$ cat src/rtl/snn_pkg.sv
// Shared types and saturation limits for the SNN layer datapath.
package snn_pkg;

    typedef enum logic [2:0] {IDLE, CLR, MAC, DRAIN, WRITE, DONE} seq_state_t;

    typedef enum logic [1:0] {NONE, OF, UF} sat_dir_t;

    localparam logic signed [15:0] SAT_MAX = 16'sh7FFF;
    localparam logic signed [15:0] SAT_MIN = 16'sh8000;

endpackage

$ cat src/rtl/sat16.sv
// Clamps the MAC accumulator to the 16-bit rail chosen by the first
// overflow/underflow seen during a dot product.
module sat16
    import snn_pkg::*;
(
    input  logic signed [15:0] acc,
    input  sat_dir_t           sat_dir,
    output logic signed [15:0] res
);

    function automatic logic signed [15:0] saturate(input logic signed [15:0] a,
                                                    input sat_dir_t d);
        case (d)
            OF:      return SAT_MAX;
            UF:      return SAT_MIN;
            default: return a;
        endcase
    endfunction

    assign res = saturate(acc, sat_dir);

endmodule

$ cat src/rtl/mac_seq.sv
// Operand sequencer for the layer MAC: walks N_NEURONS dot products of
// N_INPUTS elements, then saturates and writes one result per neuron.
module mac_seq
    import snn_pkg::*;
#(
    parameter int N_INPUTS  = 784,
    parameter int N_NEURONS = 32,
    parameter int IN_AW     = 10,
    parameter int W_AW      = 15,
    parameter int OUT_AW    = 5
) (
    input  logic                     clk,
    input  logic                     rst,
    input  logic                     start,
    output logic                     busy,
    output logic                     done,
    output logic [IN_AW-1:0]         in_addr,
    input  logic signed [7:0]        in_data,
    output logic [W_AW-1:0]          w_addr,
    input  logic signed [7:0]        w_data,
    output logic signed [7:0]        mac_a,
    output logic signed [7:0]        mac_b,
    output logic                     mac_clr_n,
    input  logic signed [15:0]       acc,
    input  logic                     of,
    input  logic                     uf,
    output logic                     res_we,
    output logic [OUT_AW-1:0]        res_addr,
    output logic signed [15:0]       res_data
);

    localparam int KW = $clog2(N_INPUTS);
    localparam logic [KW-1:0]     K_LAST = KW'(N_INPUTS - 1);
    localparam logic [OUT_AW-1:0] N_LAST = OUT_AW'(N_NEURONS - 1);

    seq_state_t          state;
    sat_dir_t            sat_dir;
    sat_dir_t            sat_dir_nxt;
    logic [KW-1:0]       k;
    logic [OUT_AW-1:0]   neuron;
    logic                rd_vld_p1;
    logic signed [15:0]  sat_val;

    // Read data lags the address by one cycle; the valid flag follows it so the
    // MAC only ever sees real elements and adds zero otherwise.
    assign mac_a = rd_vld_p1 ? in_data : '0;
    assign mac_b = rd_vld_p1 ? w_data  : '0;

    // The flags seen in the first MAC cycle belong to the clear, not a product.
    always_comb begin
        sat_dir_nxt = sat_dir;
        if (((state == MAC && k != '0) || state == DRAIN) && sat_dir == NONE) begin
            if (of)
                sat_dir_nxt = OF;
            else if (uf)
                sat_dir_nxt = UF;
        end
    end

    sat16 u_sat16 (
        .acc     (acc),
        .sat_dir (sat_dir_nxt),
        .res     (sat_val)
    );

    always_ff @(posedge clk) begin
        if (rst) begin
            state     <= IDLE;
            busy      <= 1'b0;
            done      <= 1'b0;
            res_we    <= 1'b0;
            res_addr  <= '0;
            res_data  <= '0;
            in_addr   <= '0;
            w_addr    <= '0;
            mac_clr_n <= 1'b0;
            rd_vld_p1 <= 1'b0;
            k         <= '0;
            neuron    <= '0;
            sat_dir   <= NONE;
        end else begin
            done      <= 1'b0;
            res_we    <= 1'b0;
            rd_vld_p1 <= 1'b0;
            case (state)
                IDLE: begin
                    mac_clr_n <= 1'b0;
                    if (start) begin
                        state   <= CLR;
                        busy    <= 1'b1;
                        neuron  <= '0;
                        w_addr  <= '0;
                        in_addr <= '0;
                        k       <= '0;
                        sat_dir <= NONE;
                    end
                end
                CLR: begin
                    state     <= MAC;
                    mac_clr_n <= 1'b1;
                    in_addr   <= in_addr + IN_AW'(1);
                    w_addr    <= w_addr + W_AW'(1);
                    rd_vld_p1 <= 1'b1;
                end
                MAC: begin
                    sat_dir <= sat_dir_nxt;
                    if (k == K_LAST) begin
                        state <= DRAIN;
                    end else begin
                        k         <= k + KW'(1);
                        in_addr   <= in_addr + IN_AW'(1);
                        w_addr    <= w_addr + W_AW'(1);
                        rd_vld_p1 <= 1'b1;
                    end
                end
                // Last product has landed in acc; its flags are still eligible.
                DRAIN: begin
                    sat_dir  <= sat_dir_nxt;
                    res_data <= sat_val;
                    res_we   <= 1'b1;
                    res_addr <= neuron;
                    state    <= WRITE;
                end
                WRITE: begin
                    mac_clr_n <= 1'b0;
                    if (neuron == N_LAST) begin
                        state <= DONE;
                        done  <= 1'b1;
                    end else begin
                        neuron  <= neuron + OUT_AW'(1);
                        state   <= CLR;
                        in_addr <= '0;
                        k       <= '0;
                        sat_dir <= NONE;
                    end
                end
                DONE: begin
                    state <= IDLE;
                    busy  <= 1'b0;
                end
                default: state <= IDLE;
            endcase
        end
    end

endmodule

$ cat config.mk
export PLATFORM = sky130hd
export DESIGN_NAME = mac_seq
export DESIGN_NICKNAME = d
export VERILOG_FILES = /design/src/rtl/snn_pkg.sv /design/src/rtl/sat16.sv /design/src/rtl/mac_seq.sv
export SDC_FILE = /design/constraint.sdc
export NUM_CORES = 1
export LEC_CHECK = 0
export ABC_AREA = 1
export ABC_CLOCK_PERIOD_IN_PS = 5140
export CAP_MARGIN = 20
export CORE_MARGIN = 2
export CORE_UTILIZATION = 53
export DETAILED_ROUTE_END_ITERATION = 16
export GPL_TIMING_DRIVEN = 0
export PLACE_DENSITY = 0.83
export SYNTH_ARGS = -nofsm -noshare
export SYNTH_HDL_FRONTEND = slang
export SYNTH_HIERARCHICAL = 1
export SYNTH_SLANG_ARGS = --single-unit
$ cat constraint.sdc
create_clock -name clk -period 5.14 [get_ports clk]
set_clock_uncertainty 0.05 [all_clocks]
set_input_delay 1.028 -clock clk [delete_from_list [all_inputs] [get_ports clk]]
set_output_delay 1.028 -clock clk [all_outputs]
set_load 0.02 [all_outputs]
Fig. 1: run 1, cell sizes after repair
Scale bar: 20 µm.
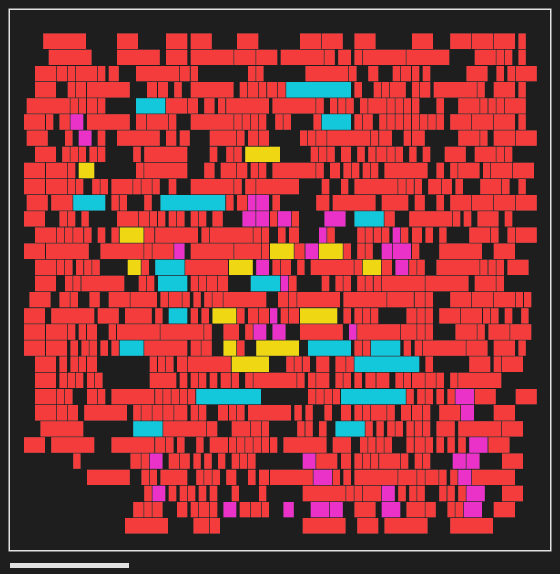
_6 and larger -> cyan  # cells 18, most used clkbuf_8
_2 cells -> magenta  # cells 39, most used nand2_2
_0 and _1 cells -> red  # cells 670, most used nand2_1
_3 and _4 cells -> yellow  # cells 13, most used nand2_4
Plain + repair buffers: 120
Syn-to-layout area delta: 35.9%
Final Instance Area: 5440 µm²
final worst slack: 1850 ps

Fig. 2: run 1, M2 wires
Scale bar: 20 µm.
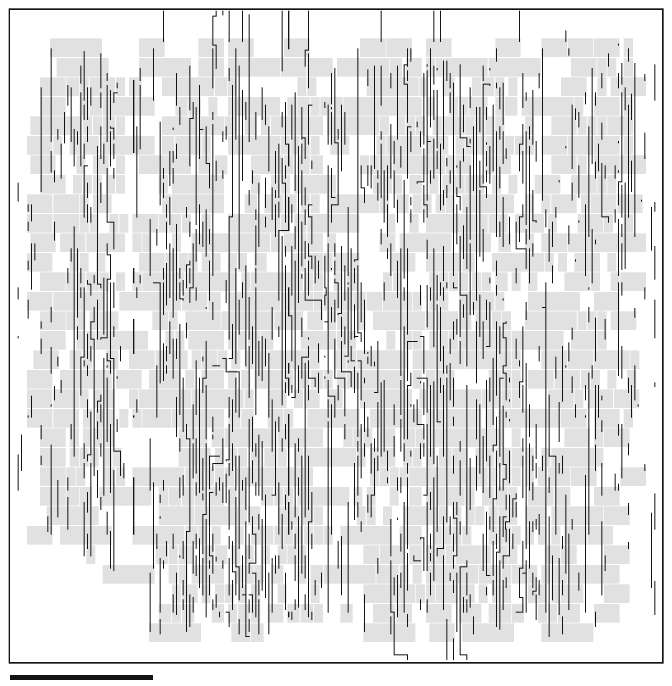
share of all routed wire = 46%
nets with wire on the layer = 620

Fig. 3: run 1, close-up of the layout
Scale bar: 10 µm. Region (25, 7) to (65, 47) µm. Cells in grey, sequential cells in the stronger grey; small squares are vias.
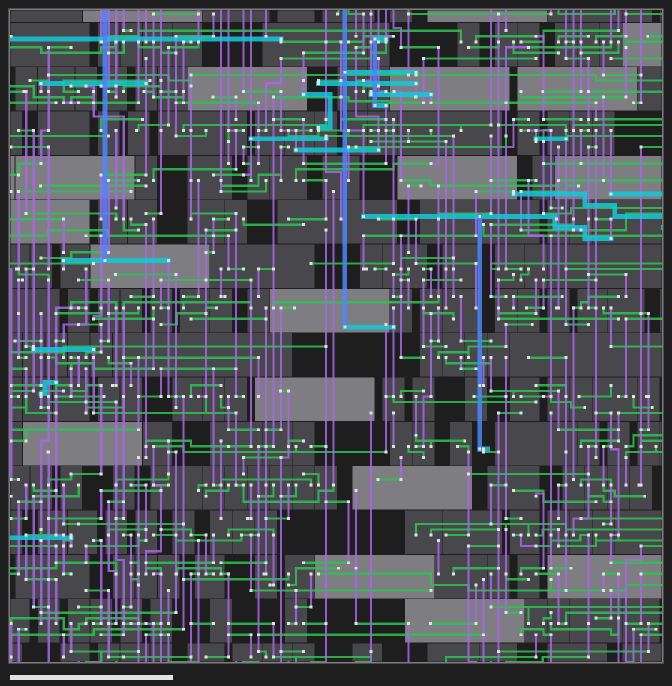
metal 4 -> blue
metal 2 -> purple
metal 1 -> green
metal 3 -> cyan
cells with their middle in the window = 185
netlist names of flops here include = k (7), w_addr (5)
most frequent = nand2_1 (54), nor2_1 (35), inv_1 (18)
sequential cells in the window = 15

Fig. 4: run 1, routing congestion map
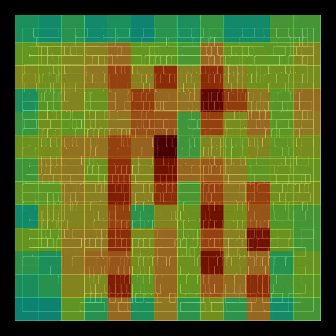
GR peak layer: met2
mean routed wirelength per cell: 12.2 µm
GR Util met1: 28.6%

==> flow_summary.ini, run 1 <==
; synthesis and place-and-route metrics
[outcome]
status = complete, no violations

[clock_tree]
cts_max_path_buffers = 2
numCtsBuffers = 9
clk_pin_slew_ps = 80
cts-resized-gates = 0
postCtsSetupRepairBufs = 0

[setup_path]
critical_path_required_ps = 4060
cp-start-kind = input pin
critical_path_class = in -> out

[synth]
syn-num-nets = 667
yosys_cells = 622
top_cell_area_share_pct = 35.5
ys.flops = 71
synth_area_um2 = 4010
synth_seq_share_pct = 35.5
top_cells_by_area = dfxtp_1, nand2_1, nor2_1

[layout]
fillers = 562
post-route-util_pct = 74.6
fin_nets = 780
seqCellArea_um2 = 1420
diodes = 0

[floorplan]
dieArea_um2 = 8270
io_pins = 103

[timing]
finalMaxSlewViolations = 0
setup_viol = 0
hold_viol = 0
max_freq_mhz = 304
finalCriticalPeriod_ps = 3290
slew_headroom_pct = 54.0

[power_and_ir_drop]
ir_worst_vdd_mv = 0.179
switching_share_pct = 29.7
power_density_nw_per_um2 = 299
clockPowerShare_pct = 39.7

[place]
place_hpwl_mm = 7.51
port_buffers = 102

[job]
maxCapViolations = 0

[worst_hold_path]
min_path_type = reg -> reg

[grt]
grt.overflow.total = 0
grt_start_max_net_pins = 14
first_global_vias = 3903

[drt]
vias = 4273
drc = 0
drt-initial-drc-count = 171
==> run 1: Yosys cell counts (5+ instances only) <==
cell type	number
a21oi_1	28
a21oi_2	8
clkbuf_1	10
dfxtp_1	71
ha_1	8
inv_1	66
inv_2	6
nand2_1	182
nand2_2	15
nand3_1	26
nand4_1	12
nor2_1	112
nor3_1	7
o21ai_0	27
xor2_1	5
==> run 1: per-layer routing <==
layer  track usage [%]  part of all wire, %  vias up
li1                  -                    -     2163
met1              28.6                   43     1921
met2              42.0                   46      163
met3              8.88                  8.8       26
met4              11.2                  2.5        0
met5                 0                    0        -
==> run 1: worst max-delay path, cell delays in order <==
cell	delay (ps)
clkdlybuf4s50_1	480
nand2_1	50
inv_1	60
clkdlybuf4s50_1	590
==> run 1: layout make-up <==
cell class / instances / share of cell area (%)
Multi-Input combinational cell: 458 / 40.2
Sequential cell: 71 / 26.1
Timing Repair Buffer: 102 / 18.8
Inverter: 75 / 5.26
Clock inverter: 7 / 3.08
Clock buffer: 9 / 2.28
Tap cell: 99 / 2.28
Buffer: 18 / 2.02
==> run 1: final timing paths <==
check,from,end,cells past startpoint
min reg2reg,mac_clr_n,mac_clr_n,2
max reg2reg,state[2],res_data[2],14
max,w_data[0],mac_b[0],4
min,mac_clr_n,mac_clr_n,2
==> run 1: stage by stage <==
step / std cells / power (mW) / hold slack (ps)
after global routing: 839 / 1.70 / 477
after global placement: 823 / 0.984 / 428
after detailed placement: 823 / 0.991 / 444
after CTS: 839 / 1.64 / 455
after floorplan: 622 / 0.850 / 407
final: 839 / 1.63 / 440
==> run 1: sequential cells by signal (all words and copies together) (netlist names) <==
signal     count
busy           1
done           1
in_addr       10
k             10
mac_clr_n      1
neuron         5
rd_vld_p1      1
res_addr       5
res_data      16
res_we         1
sat_dir        2
state          3
w_addr        15
==> run 1: cells in the final DEF (no fill, tap or decap), types with 9 or more instances in the layout <==
| cell type | netlist | final |
|---|---|---|
| dfxtp_1 | 71 | 71 |
| o21ai_0 | 27 | 27 |
| nand2_1 | 182 | 182 |
| clkbuf_8 | 0 | 9 |
| nand2_2 | 15 | 15 |
| nand4_1 | 12 | 12 |
| a21oi_1 | 28 | 28 |
| clkbuf_1 | 10 | 10 |
| nor2_1 | 112 | 112 |
| nand3_1 | 26 | 26 |
| clkdlybuf4s50_1 | 0 | 102 |
| inv_1 | 66 | 66 |
==> run 1: kinds of logic after synthesis <==
kind of cell,count (synthesis),share of synthesized area [%]
and+or+nand+nor,371,40.2
buffers and inverters,93,9.90
AOI/OAI and AO/OA,71,10.1
DFF,71,35.5
xor gates and xnor gates,8,1.75
adders and majority gates,8,2.50
==> run 1: power groups by stage <==
stage,Combinational [mW],Sequential [mW],Clock [mW]
floorplan,0.218,0.633,0
global placement,0.369,0.614,0
detailed placement,0.376,0.615,0
CTS,0.379,0.603,0.653
global route,0.414,0.608,0.680
finish,0.378,0.604,0.648
Fig. 5: run 1, signal wires on met1
Scale bar: 20 µm. Supply wires on this layer in grey.
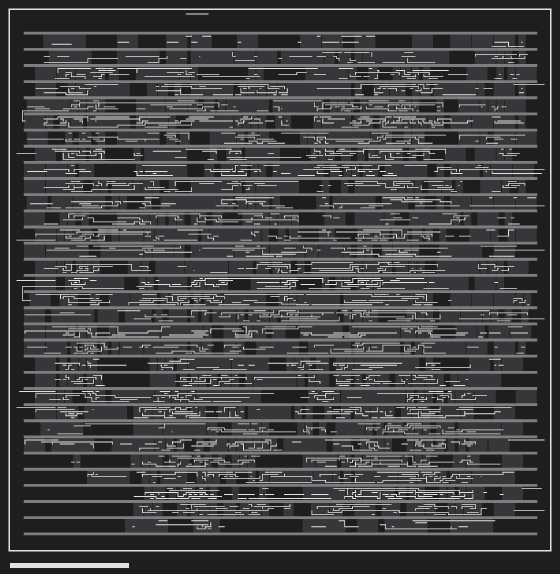

==> run 1 -> run 2 <==
--- a/config.mk
+++ b/config.mk
@@ -6,13 +6,13 @@
 export NUM_CORES = 1
 export LEC_CHECK = 0
 export ABC_AREA = 1
-export ABC_CLOCK_PERIOD_IN_PS = 5140
+export ABC_CLOCK_PERIOD_IN_PS = 2740
 export CAP_MARGIN = 20
 export CORE_MARGIN = 2
-export CORE_UTILIZATION = 53
+export CORE_UTILIZATION = 45
 export DETAILED_ROUTE_END_ITERATION = 16
 export GPL_TIMING_DRIVEN = 0
-export PLACE_DENSITY = 0.83
+export PLACE_DENSITY = 0.74
 export SYNTH_ARGS = -nofsm -noshare
 export SYNTH_HDL_FRONTEND = slang
 export SYNTH_HIERARCHICAL = 1
==> constraint.sdc (replaced) <==
create_clock -name clk -period 2.74 [get_ports clk]
set_clock_uncertainty 0.05 [all_clocks]
set_input_delay 0.548 -clock clk [delete_from_list [all_inputs] [get_ports clk]]
set_output_delay 0.548 -clock clk [all_outputs]
set_load 0.02 [all_outputs]
Fig. 6: run 2, signal wires on met1
Scale bar: 20 µm. Supply wires on this layer in grey.
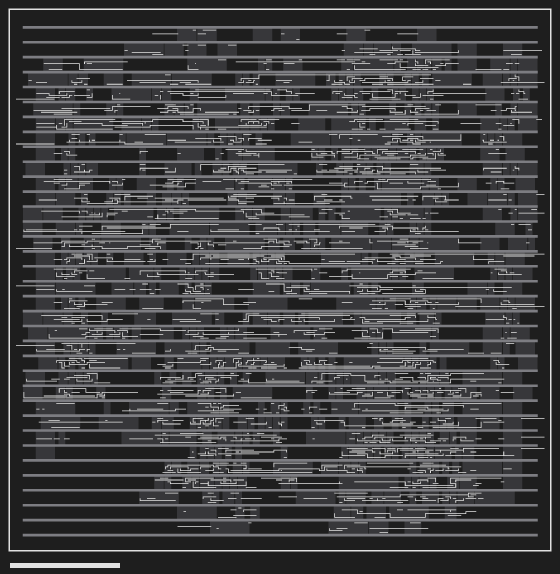
wire length on this layer = 4,440 µm
longest straight run = 31.3 µm
share of all routed wire = 43%
nets with wire on the layer = 691
main direction = horizontal

Fig. 7: run 2, cell sizes after repair
Scale bar: 20 µm.
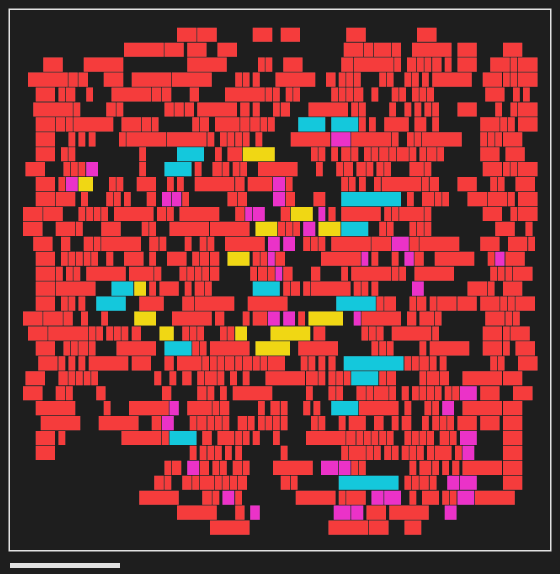
_0 and _1 cells -> red  # cells 669, most used nand2_1
_3 and _4 cells -> yellow  # cells 13, most used nand2_4
_6 and larger -> cyan  # cells 16, most used clkbuf_8
_2 cells -> magenta  # cells 42, most used nand2_2
Final Instance Area: 5410 µm²
final worst slack: 278 ps
Syn-to-layout area delta: 35.0%

==> run 2 against run 1 <==
  * Design area is 0.62% lower
  * First-iteration DRC count fell by 2.9%
  * Non-clock buffer count unchanged
  * Sequential power is 87% higher
  * Global-route usage is 3.4 points lower
  * Combinational power rose by 89%
  * Sequential share of layout area up 0.16 points
  * Sequential cell count is the same
  * Synthesized cell count is the same
  * Register-to-register slack got worse by 2300 ps
  * Power grew 77%
  * Largest cell class unchanged
==> flow_summary.ini, run 2 <==
; synthesis and place-and-route metrics
[power_and_ir_drop]
clockPowerShare_pct = 36.0
switching_share_pct = 31.2
power_density_nw_per_um2 = 533
p_int_mw = 1.99
ir_worst_vdd_mv = 0.272

[grt]
antenna_found_initial = 0
grt.overflow.total = 0
grt_start_max_net_pins = 13
first_global_vias = 4038

[synth]
xor_area_share_pct = 1.75
top_cells_by_area = dfxtp_1, nand2_1, nor2_1
top_cell_area_share_pct = 35.5
ys_sh_adder_pct = 2.50
edf_count = 0
most_common_cell = nand2_1
yosys_cells = 622
synth.logic.top_family = simple AND/OR/NAND/NOR gates
muxShareOfSynthArea_pct = 0
syn-num-nets = 667
synth_seq_share_pct = 35.5
simple_gate_area_share_pct = 40.2
ys.flops = 71
synth-compound-area-share_pct = 10.1
synthTopCellsByCount = nand2_1, nor2_1, dfxtp_1
synth_area_um2 = 4010

[setup_path]
crit_path_top_delay_cell = clkdlybuf4s50_1
crit_buf_inv = 4
regToRegStartpoint = k[0]
critical_path_class = reg -> out
critPathMaxStageDelay_ps = 600
cp-start-kind = flop
critical_path_required_ps = 2140
cpLargestDelayFamily = buffers and inverters
cp_cell_sequence = clkbuf_1, clkbuf_2, nand2_1, inv_1, clkdlybuf4s50_1
ff2ff_path_depth = 15
rr_endpoint = res_data[12]

[layout]
top_regs = res_data (16), w_addr (15)
fin_nets = 780
largest_register_ffs = 16
diodes = 0
mostFrequentLayoutCell = nand2_1
fillers = 827
seqCellArea_um2 = 1420
final_cell_mix = nand2_1, nor2_1, clkdlybuf4s50_1, dfxtp_1, inv_1
regMostFlops = res_data

[floorplan]
die_x_um = 98.4
die_height_um = 98.4
io_pins = 103
dieArea_um2 = 9670

[drt]
first_pass_iters = 5
drt-initial-drc-count = 166
ant_nets = 0
wl_per_cell_um = 12.1
drc = 0

[job]
maxCapViolations = 0

[clock_tree]
cts_max_path_buffers = 2
cts.sinks = 71
clk_pin_slew_ps = 80
numCtsBuffers = 9
postCtsSetupRepairBufs = 0
cts-resized-gates = 0

[timing]
finalCriticalPeriod_ps = 2460
max_freq_mhz = 406
worstMarginPinSlew_ps = 722
hold_viol = 0
setup_viol = 0

[place]
place_hpwl_mm = 7.73
place.gp.congestion = 0.878

[worst_hold_path]
hold_depth = 2
min-delay-start = mac_clr_n
min_to = mac_clr_n
min_path_type = reg -> reg

[outcome]
status = complete, no violations
Fig. 8: run 2, M2 wires
Scale bar: 20 µm.
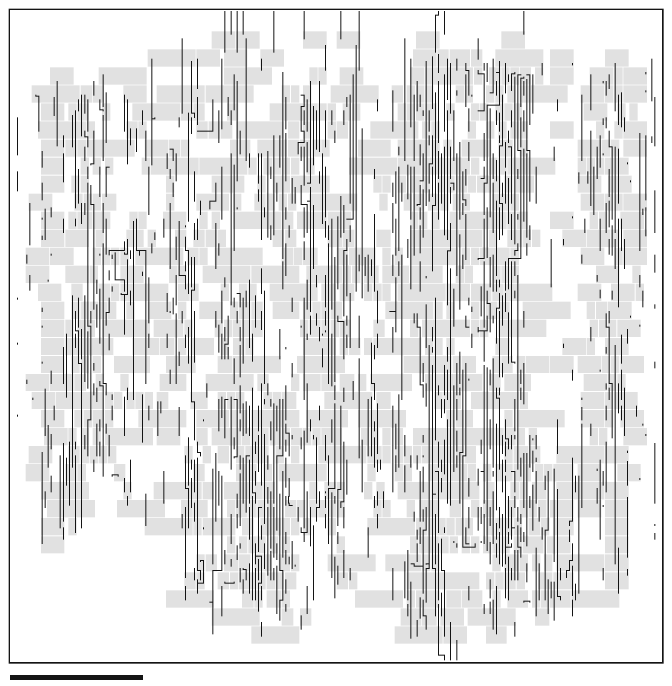
nets with wire on the layer = 614
share of all routed wire = 47%
wire length on this layer = 4,820 µm
main direction = vertical
routed wire length: 10.3 mm
Vias: 4,206

-- run 2: cell types whose count changed in the layout (fill, tap and decap cells not counted) --
cell	previous run	this run
clkbuf_8	9	10
clkinv_2	0	2
bufinv_16	5	3
clkbuf_1	10	9
clkbuf_2	0	1
inv_6	1	0
clkinv_4	1	0
clkinvlp_4	0	1
-- run 2: cell families (layout without fill, tap and decap cells) --
family          Yosys count  after routing
xor+xnor                  8              8
flops                    71             71
simple gates            371            371
compound gates           71             71
fa+ha+maj                 8              8
buf+inv                  93            211
-- run 2: worst register-to-register path, cell delays in order (launching register included) --
cell     delay, ps
dfxtp_1        440
inv_1           90
ha_1           200
nand2_1         60
nor2_1          40
nand3_1         80
nand3_1         70
nand2_1        110
inv_1           50
ha_1           300
buf_6          140
buf_4          170
nand2_1         70
nand2_2         50
nor2_1         110
nor2_1          60
-- run 2: final cells by class --
| type | count | share of cell area (%) |
|---|---|---|
| Multi-Input combinational cell | 458 | 40.5 |
| Sequential cell | 71 | 26.3 |
| Timing Repair Buffer | 102 | 18.9 |
| Inverter | 75 | 5.30 |
| Clock buffer | 10 | 2.54 |
| Tap cell | 108 | 2.50 |
| Buffer | 18 | 2.06 |
| Clock inverter | 6 | 1.99 |
-- run 2: power by group through the flow --
stage          clock (mW)  sequential (mW)  combinational (mW)
2_1_floorplan           0             1.19               0.408
3_3_place_gp            0             1.15               0.698
3_5_place_dp            0             1.15               0.711
4_1_cts              1.05             1.13               0.714
5_1_grt              1.09             1.14               0.786
6_report             1.04             1.13               0.713
-- run 2: per-layer routing --
layer	part of all wire, %	GRT usage [%]
met5	0	0
met4	2.2	9.59
met3	7.7	5.65
met2	47	37.5
met1	43	25.2
-- run 2: worst max-delay path by stage --
| stage | start | endpoint | slack [ps] | cells after the start |
|---|---|---|---|---|
| 2_1_floorplan | k[0] | res_data[12] | 750 | 15 |
| 3_3_place_gp | rst | k[2] | 360 | 4 |
| 3_5_place_dp | rst | k[3] | 270 | 4 |
| 4_1_cts | rd_vld_p1 | mac_b[0] | 110 | 5 |
| 5_1_grt | rd_vld_p1 | mac_b[0] | 90 | 5 |
| 6_report | rd_vld_p1 | mac_b[0] | 280 | 5 |
-- run 2: through the flow --
stage                     std cells  power (mW)  util (%)  hold WS (ps)  setup WS, ps
after global routing            848        3.02      62.3           458          92.6
after detailed placement        832        1.86      59.5           430           266
after global placement          832        1.85      59.5           427           356
after CTS                       848        2.89      62.3           444           109
final                           848        2.88      62.3           443           278
after floorplan                 622        1.60         -           407           753
Fig. 9: run 2, close-up of the layout
Scale bar: 10 µm. Region (29, 10) to (69, 50) µm. Cells in grey, sequential cells in the stronger grey; small squares are vias.
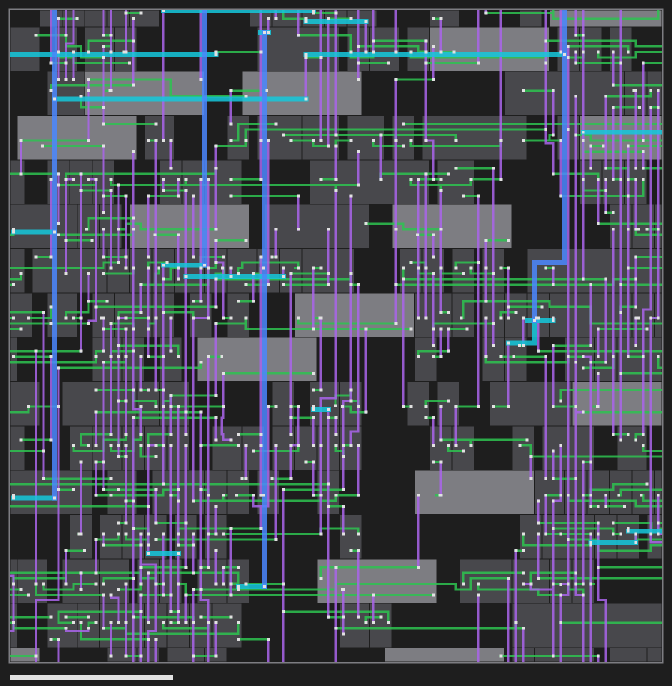

==> run 2 -> run 3 <==
--- a/config.mk
+++ b/config.mk
@@ -6,13 +6,13 @@
 export NUM_CORES = 1
 export LEC_CHECK = 0
 export ABC_AREA = 1
-export ABC_CLOCK_PERIOD_IN_PS = 2740
+export ABC_CLOCK_PERIOD_IN_PS = 2400
 export CAP_MARGIN = 20
-export CORE_MARGIN = 2
-export CORE_UTILIZATION = 45
+export CORE_UTILIZATION = 49
 export DETAILED_ROUTE_END_ITERATION = 16
 export GPL_TIMING_DRIVEN = 0
-export PLACE_DENSITY = 0.74
+export PLACE_DENSITY = 0.77
+export SLEW_MARGIN = 20
 export SYNTH_ARGS = -nofsm -noshare
 export SYNTH_HDL_FRONTEND = slang
 export SYNTH_HIERARCHICAL = 1
==> constraint.sdc (replaced) <==
create_clock -name clk -period 2.4 [get_ports clk]
set_clock_uncertainty 0.05 [all_clocks]
set_input_delay 0.48 -clock clk [delete_from_list [all_inputs] [get_ports clk]]
set_output_delay 0.48 -clock clk [all_outputs]
set_load 0.02 [all_outputs]
Fig. 10: run 3, close-up of the layout
Scale bar: 10 µm. Region (26, 8) to (66, 48) µm. Cells in grey, sequential cells in the stronger grey; small squares are vias.
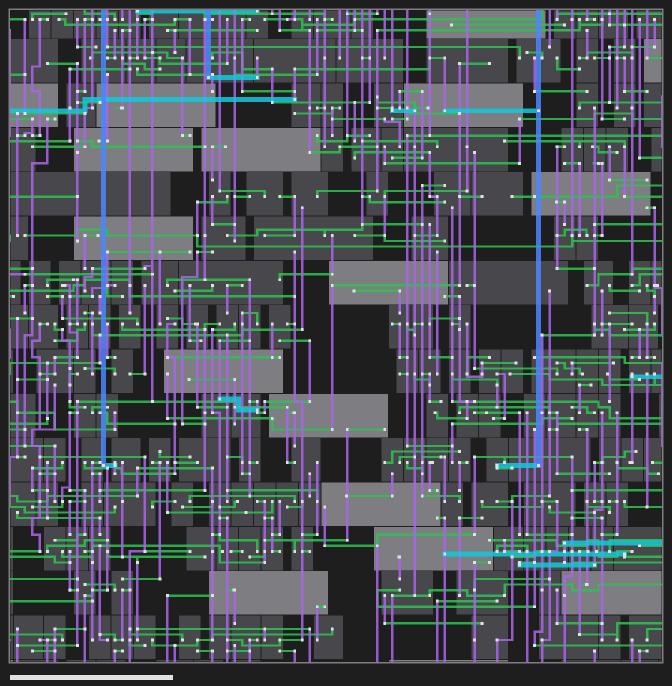
metal 1 -> green
metal 3 -> cyan
metal 4 -> blue
metal 2 -> purple
most frequent = nand2_1 (54), nor2_1 (36), inv_1 (15)
sequential cells in the window = 14
netlist names of flops here include = w_addr (5), k (4), sat_dir (2)
cells with their middle in the window = 179

Fig. 11: run 3, M2 wires
Scale bar: 20 µm.
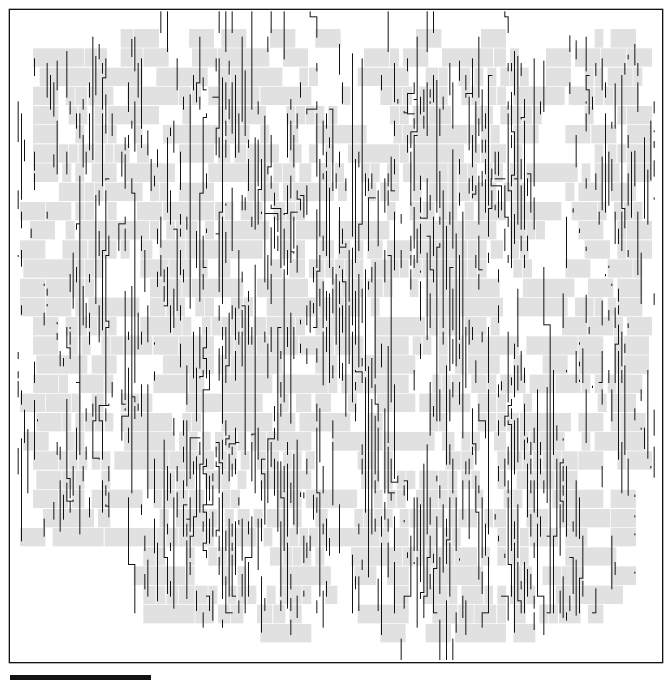
nets with wire on the layer = 606
share of all routed wire = 46%
longest straight run = 40.8 µm
main direction = vertical
Vias: 4,174
met2 GRT Util: 42.2%

==> run 3 against run 2 <==
  * Via count down 0.76%
  * Worst hold slack lost 4.6 ps
  * Critical path type unchanged
  * Register-to-register slack got worse by 330 ps
  * Design area fell by 0.28%
  * Synthesized area is the same
  * Global-route usage up 1.9 points
  * Synthesized cell count stayed put
  * Largest cell class unchanged
  * Clock power up about 10%
  * Setup slack got worse by 120 ps
==> flow_summary.ini, run 3 <==
; synthesis and place-and-route metrics
[clock_tree]
cts-resized-gates = 1
clk_pin_slew_ps = 80
postCtsSetupRepairBufs = 0

[grt]
grt_start_max_net_pins = 13
use_met3_pct = 5.09
first_global_vias = 3776

[layout]
largest_register_ffs = 16
final_cell_mix = nand2_1, nor2_1, clkdlybuf4s50_1, dfxtp_1, inv_1
top_regs = res_data (16), w_addr (15)
regMostFlops = res_data
diodes = 0
fillers = 667

[timing]
slew_headroom_pct = 54.3
worstMarginPinSlew_ps = 685
max_freq_mhz = 447
finalCriticalPeriod_ps = 2240

[outcome]
status = complete, no violations

[drt]
ant_nets = 0
totalWireLength_mm = 9.72
drt-initial-drc-count = 150

[synth]
synthTopCellsByCount = nand2_1, nor2_1, dfxtp_1
syn-num-nets = 667
top_cell_area_share_pct = 35.5
edf_count = 0
yosys_cells = 622
synth_area_um2 = 4010
synth_seq_share_pct = 35.5

[power_and_ir_drop]
clockPowerShare_pct = 35.4

[setup_path]
critPathMaxStageDelay_ps = 590
cpLargestDelayFamily = buffers and inverters
critical_path_required_ps = 1870
regToRegStartpoint = state[2]
cp_cell_sequence = clkbuf_4, nand2_1, inv_1, clkdlybuf4s50_1
rr_endpoint = res_data[9]

[worst_hold_path]
hold_depth = 2
min_to = mac_clr_n
min_path_type = reg -> reg
min-delay-start = mac_clr_n

[floorplan]
die_x_um = 92.4

[place]
place.gp.congestion = 0.877
Fig. 12: run 3, cell sizes after repair
Scale bar: 20 µm.
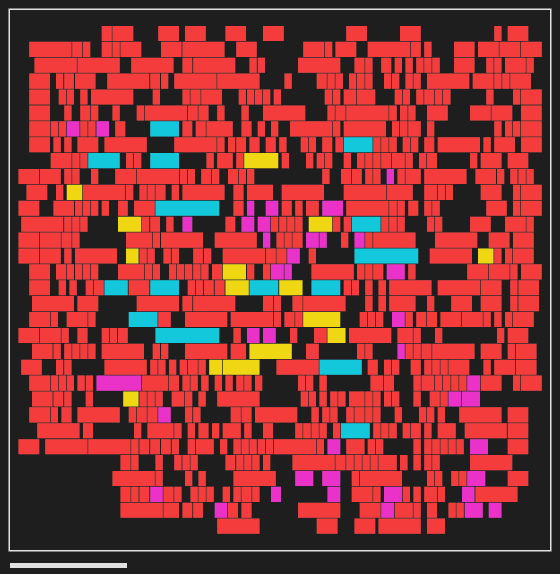
_6 and larger -> cyan  # cells 15, most used clkbuf_8
_3 and _4 cells -> yellow  # cells 15, most used nand2_4
_2 cells -> magenta  # cells 40, most used nand2_2
_0 and _1 cells -> red  # cells 669, most used nand2_1

==> run 3: cell counts after synthesis <==
Identical to the previous run, type by type.
==> run 3: how the worst max path moves through the flow <==
stage               from      endpoint  slack (ps)  depth (start not counted)
3_3_place_gp         rst          busy          90                          4
2_1_floorplan       k[0]  res_data[12]         410                         15
6_report       rd_vld_p1      mac_a[4]         160                          4
4_1_cts        rd_vld_p1      mac_a[4]         0.6                          5
3_5_place_dp         rst          k[2]          90                          4
5_1_grt         state[2]   res_data[5]          10                         14
==> run 3: kinds of logic after synthesis <==
group,after synthesis,share of synthesized area (%)
and+or+nand+nor,371,40.2
DFF,71,35.5
adders and majority gates,8,2.50
xor gates and xnor gates,8,1.75
buffers and inverters,93,9.90
AOI/OAI and AO/OA,71,10.1
==> run 3: area by class of cell <==
type	instances	area [µm²]	area share [%]
multi-input cells	458	2190	40.6
well taps	102	128	2.37
repair buffers	102	1020	18.9
plain buffers	17	110	2.04
flip-flops and latches	71	1420	26.4
inverters	75	287	5.31
clock buffers	11	131	2.44
clock inverters	5	106	1.97
==> run 3: stage by stage <==
| step | setup WS (ps) | hold slack (ps) | util (%) | instance area [µm²] |
|---|---|---|---|---|
| 3_3_place_gp | 90.0 | 427 | 66.0 | 5150 |
| 6_report | 162 | 438 | 69.1 | 5390 |
| 2_1_floorplan | 413 | 407 | - | 4010 |
| 5_1_grt | 9.57 | 466 | 69.1 | 5390 |
| 4_1_cts | 0.594 | 442 | 69.1 | 5390 |
| 3_5_place_dp | 85.1 | 429 | 66.0 | 5150 |
==> run 3: metal layers <==
| metal | part of all wire, % | wire length [µm] | up-vias |
|---|---|---|---|
| li1 | - | - | 2171 |
| met1 | 45 | 4370 | 1858 |
| met2 | 46 | 4520 | 129 |
| met3 | 6.5 | 633 | 16 |
| met4 | 2.0 | 199 | 0 |
| met5 | 0 | 0 | - |
==> run 3: worst reg2reg max path, delay by kind of cell, from the launching register on <==
family	cells	cell delay (ps)
adder cells (fa/ha/maj)	1	280
AND/OR/NAND/NOR	8	850
flip-flops	1	400
buffers and inverters	5	510
==> run 3: power by group through the flow <==
stage               sequential [mW]  clock, mW  combinational (mW)
global placement               1.31          0               0.794
detailed placement             1.32          0               0.807
finish                         1.29       1.15               0.806
floorplan                      1.36          0               0.466
CTS                            1.29       1.16               0.813
global route                   1.30       1.21               0.888
Power figures rest on the tool's default switching activity, not on a simulated workload.
